==> images/clock_nets.png <==
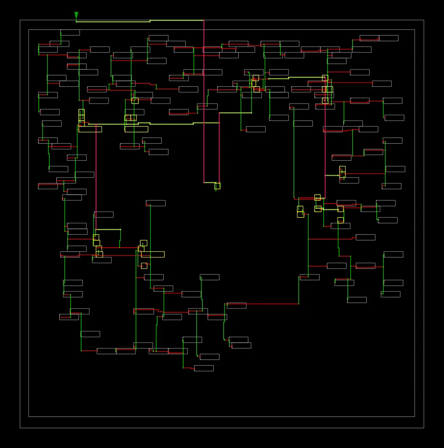
==> images/pinout.png <==
Pins as bars across the die edge, other pins in grey.
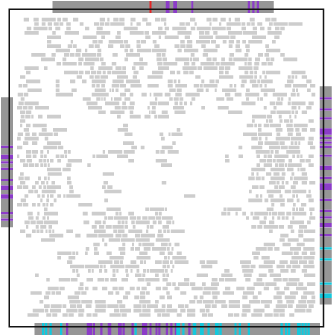
$ cat config.mk
export PLATFORM = sky130hd
export DESIGN_NAME = cprv_mem_arbiter
export DESIGN_NICKNAME = d
export VERILOG_FILES = /design/src/rtl/cprv_pkg.sv /design/src/rtl/cprv_mem_arbiter.sv
export SDC_FILE = /design/constraint.sdc
export NUM_CORES = 1
export LEC_CHECK = 0
export CAP_MARGIN = 40
export CORE_AREA = 4 4 189 191
export CTS_BUF_LIST = sky130_fd_sc_hd__clkbuf_4
export CTS_CLUSTER_DIAMETER = 40
export DETAILED_ROUTE_END_ITERATION = 16
export DIE_AREA = 0 0 193 195
export PLACE_DENSITY = 0.51
export SKIP_LAST_GASP = 1
export SYNTH_ARGS = -nofsm -noshare
export SYNTH_HDL_FRONTEND = slang
export SYNTH_SLANG_ARGS = --single-unit
$ cat constraint.sdc
create_clock -name clk -period 1.7 [get_ports clk]
set_input_delay 0.17 -clock clk [delete_from_list [all_inputs] [get_ports clk]]
set_output_delay 0.17 -clock clk [all_outputs]
set_load 0.05 [all_outputs]
$ cat src/rtl/cprv_pkg.sv
// Shared constants and state/owner encodings for the cprv memory arbiter.
package cprv_pkg;

  localparam int DATA_WIDTH = 64;
  localparam int WORD_WIDTH = 32;

  typedef enum logic [1:0] {
    ARB_IDLE,
    ARB_REQ,
    ARB_RSP
  } arb_state_e;

  typedef enum logic {
    OWN_IF,
    OWN_DMEM
  } arb_owner_e;

endpackage

$ cat src/rtl/cprv_mem_arbiter.sv
// Shares one unified memory port between the IF (fetch) and MEM (load/store)
// requesters. One transaction at a time: grant in IDLE, present on the bus in
// REQ, route the single response beat back to the owner in RSP.
import cprv_pkg::*;

module cprv_mem_arbiter #(
  parameter int DATA_WIDTH = cprv_pkg::DATA_WIDTH,
  parameter int WORD_WIDTH = cprv_pkg::WORD_WIDTH
) (
  input  logic                  clk,
  input  logic                  rst_n,
  input  logic                  valid_if_i,
  output logic                  ready_if_o,
  input  logic [DATA_WIDTH-1:0] addr_if_i,
  output logic                  valid_if_rsp_o,
  input  logic                  ready_if_rsp_i,
  output logic [WORD_WIDTH-1:0] rdata_if_o,
  input  logic                  valid_dmem_i,
  output logic                  ready_dmem_o,
  input  logic [DATA_WIDTH-1:0] addr_dmem_i,
  input  logic [DATA_WIDTH-1:0] wdata_dmem_i,
  input  logic                  w_en_dmem_i,
  output logic                  valid_dmem_rsp_o,
  input  logic                  ready_dmem_rsp_i,
  output logic [DATA_WIDTH-1:0] rdata_dmem_o,
  output logic                  valid_bus_o,
  input  logic                  ready_bus_i,
  output logic [DATA_WIDTH-1:0] addr_bus_o,
  output logic [DATA_WIDTH-1:0] wdata_bus_o,
  output logic                  w_en_bus_o,
  input  logic                  valid_bus_rsp_i,
  output logic                  ready_bus_rsp_o,
  input  logic [DATA_WIDTH-1:0] rdata_bus_i,
  output logic                  busy_o
);

  arb_state_e            r_state;
  arb_state_e            w_nextState;
  arb_owner_e            r_owner;
  arb_owner_e            r_lastGrant;
  logic [DATA_WIDTH-1:0] r_addr;
  logic [DATA_WIDTH-1:0] r_wdata;
  logic                  r_wEn;
  logic                  w_grantIf;
  logic                  w_grantDmem;
  logic                  w_ownerRspReady;

  // Grant decision in IDLE; a tie goes to whoever was not served last. Held
  // low while reset is asserted so no ready leaks out during reset.
  always_comb begin
    w_grantIf   = 1'b0;
    w_grantDmem = 1'b0;
    if (rst_n && r_state == ARB_IDLE) begin
      if (valid_if_i && valid_dmem_i) begin
        if (r_lastGrant == OWN_IF) w_grantDmem = 1'b1;
        else                       w_grantIf   = 1'b1;
      end else begin
        w_grantIf   = valid_if_i;
        w_grantDmem = valid_dmem_i;
      end
    end
  end

  assign w_ownerRspReady = (r_owner == OWN_IF) ? ready_if_rsp_i : ready_dmem_rsp_i;

  // Next-state logic for the IDLE -> REQ -> RSP -> IDLE cycle.
  always_comb begin
    w_nextState = r_state;
    case (r_state)
      ARB_IDLE: if (w_grantIf || w_grantDmem)             w_nextState = ARB_REQ;
      ARB_REQ:  if (ready_bus_i)                          w_nextState = ARB_RSP;
      ARB_RSP:  if (valid_bus_rsp_i && w_ownerRspReady)   w_nextState = ARB_IDLE;
      default:                                            w_nextState = ARB_IDLE;
    endcase
  end

  // State register; reset abandons any in-flight transaction.
  always_ff @(posedge clk or negedge rst_n) begin
    if (!rst_n) r_state <= ARB_IDLE;
    else        r_state <= w_nextState;
  end

  // Capture the granted request so the bus sees stable fields during REQ.
  always_ff @(posedge clk or negedge rst_n) begin
    if (!rst_n) begin
      r_owner     <= OWN_IF;
      r_lastGrant <= OWN_IF;
      r_addr      <= '0;
      r_wdata     <= '0;
      r_wEn       <= 1'b0;
    end else if (w_grantIf) begin
      r_owner     <= OWN_IF;
      r_lastGrant <= OWN_IF;
      r_addr      <= addr_if_i;
      r_wdata     <= '0;
      r_wEn       <= 1'b0;
    end else if (w_grantDmem) begin
      r_owner     <= OWN_DMEM;
      r_lastGrant <= OWN_DMEM;
      r_addr      <= addr_dmem_i;
      r_wdata     <= wdata_dmem_i;
      r_wEn       <= w_en_dmem_i;
    end
  end

  assign ready_if_o       = w_grantIf;
  assign ready_dmem_o     = w_grantDmem;
  assign valid_bus_o      = (r_state == ARB_REQ);
  assign addr_bus_o       = r_addr;
  assign wdata_bus_o      = r_wdata;
  assign w_en_bus_o       = r_wEn;
  assign ready_bus_rsp_o  = (r_state == ARB_RSP) && w_ownerRspReady;
  assign valid_if_rsp_o   = (r_state == ARB_RSP) && (r_owner == OWN_IF) && valid_bus_rsp_i;
  assign valid_dmem_rsp_o = (r_state == ARB_RSP) && (r_owner == OWN_DMEM) && valid_bus_rsp_i;
  assign rdata_if_o       = r_addr[2] ? rdata_bus_i[DATA_WIDTH-1 -: WORD_WIDTH]
                                      : rdata_bus_i[WORD_WIDTH-1:0];
  assign rdata_dmem_o     = rdata_bus_i;
  assign busy_o           = (r_state != ARB_IDLE);

  // A bus response outside RSP is a protocol error by the memory side.
  a_rspOnlyInRsp: assert property (@(posedge clk) disable iff (!rst_n)
    valid_bus_rsp_i |-> (r_state == ARB_RSP));

endmodule

==> results.yml <==
# physical design summary
run_status:
  status: "finished, violations left"
  failed_checks: "setup timing"
synthesis:
  ys_top_logic_family: "AND-OR/OR-AND gates"
  synth-seq-area-share: 0.464
  ys_sh_xor: 0
  mux_share: 0.0520
  synthTopCellsByArea: "sky130_fd_sc_hd__dfrtp_1, sky130_fd_sc_hd__o31ai_2, sky130_fd_sc_hd__a22o_1"
  synth_compound_gate_area_share: 0.285
drt:
  met3RoutedLength_microns: 2660
  postRouteWirelength_microns: 39200
final_layout:
  syn_to_final_growth_pct: 101
  final_cell_count_no_fill: 1595
grt:
  grt_remaining_overflow: 0
clock_tree:
  postCtsResizedCells: 96
  maximum_buffer_depth_of_the_clock_tree: 2
power:
  p_seq_uw: 5640
  share_comb_of_total_power: 0.688
  power_per_cell_area_nw_per_um2: 1820
place:
  placement.cell_area_sq_um: 12800
  globalplace.congestion: 0.872
timing:
  report.final.setup_viol: 169
  setup_ws_ps: -391
min_path:
  instance_count_along_the_most_critical_hold_path: 3
  worst_hold_path_type: "primary input to flip-flop"
floorplanning:
  die_area_sq_um: 37600
critical_path:
  critical_path.cell_chain: "buf_12 -> mux2_2 -> buf_4"
flow_run:
  log.warning_count: 31
About clock_nets.png:
Clk power: 2480 uW
clk_lat worst skew: 570 ps
number of flip-flops and latches: 132
count of clock-net buffers in the final layout: 18
Clock Skews: 21.9 ps

About pinout.png:
red -> ready_if_o  # pins 1, direction output, edge top
cyan -> rdata_if_o  # pins 32, direction output, edge 27 bottom, 5 right
purple -> addr_dmem_i  # pins 64, direction input, edge 22 bottom, 22 right, 12 left, 8 top
all pins by edge = 191 bottom, 148 top, 99 right, 59 left
number of port buffers: 496
height of the chip: 195 microns
die width: 193 microns

Power figures rest on the tool's default switching activity, not on a simulated workload.
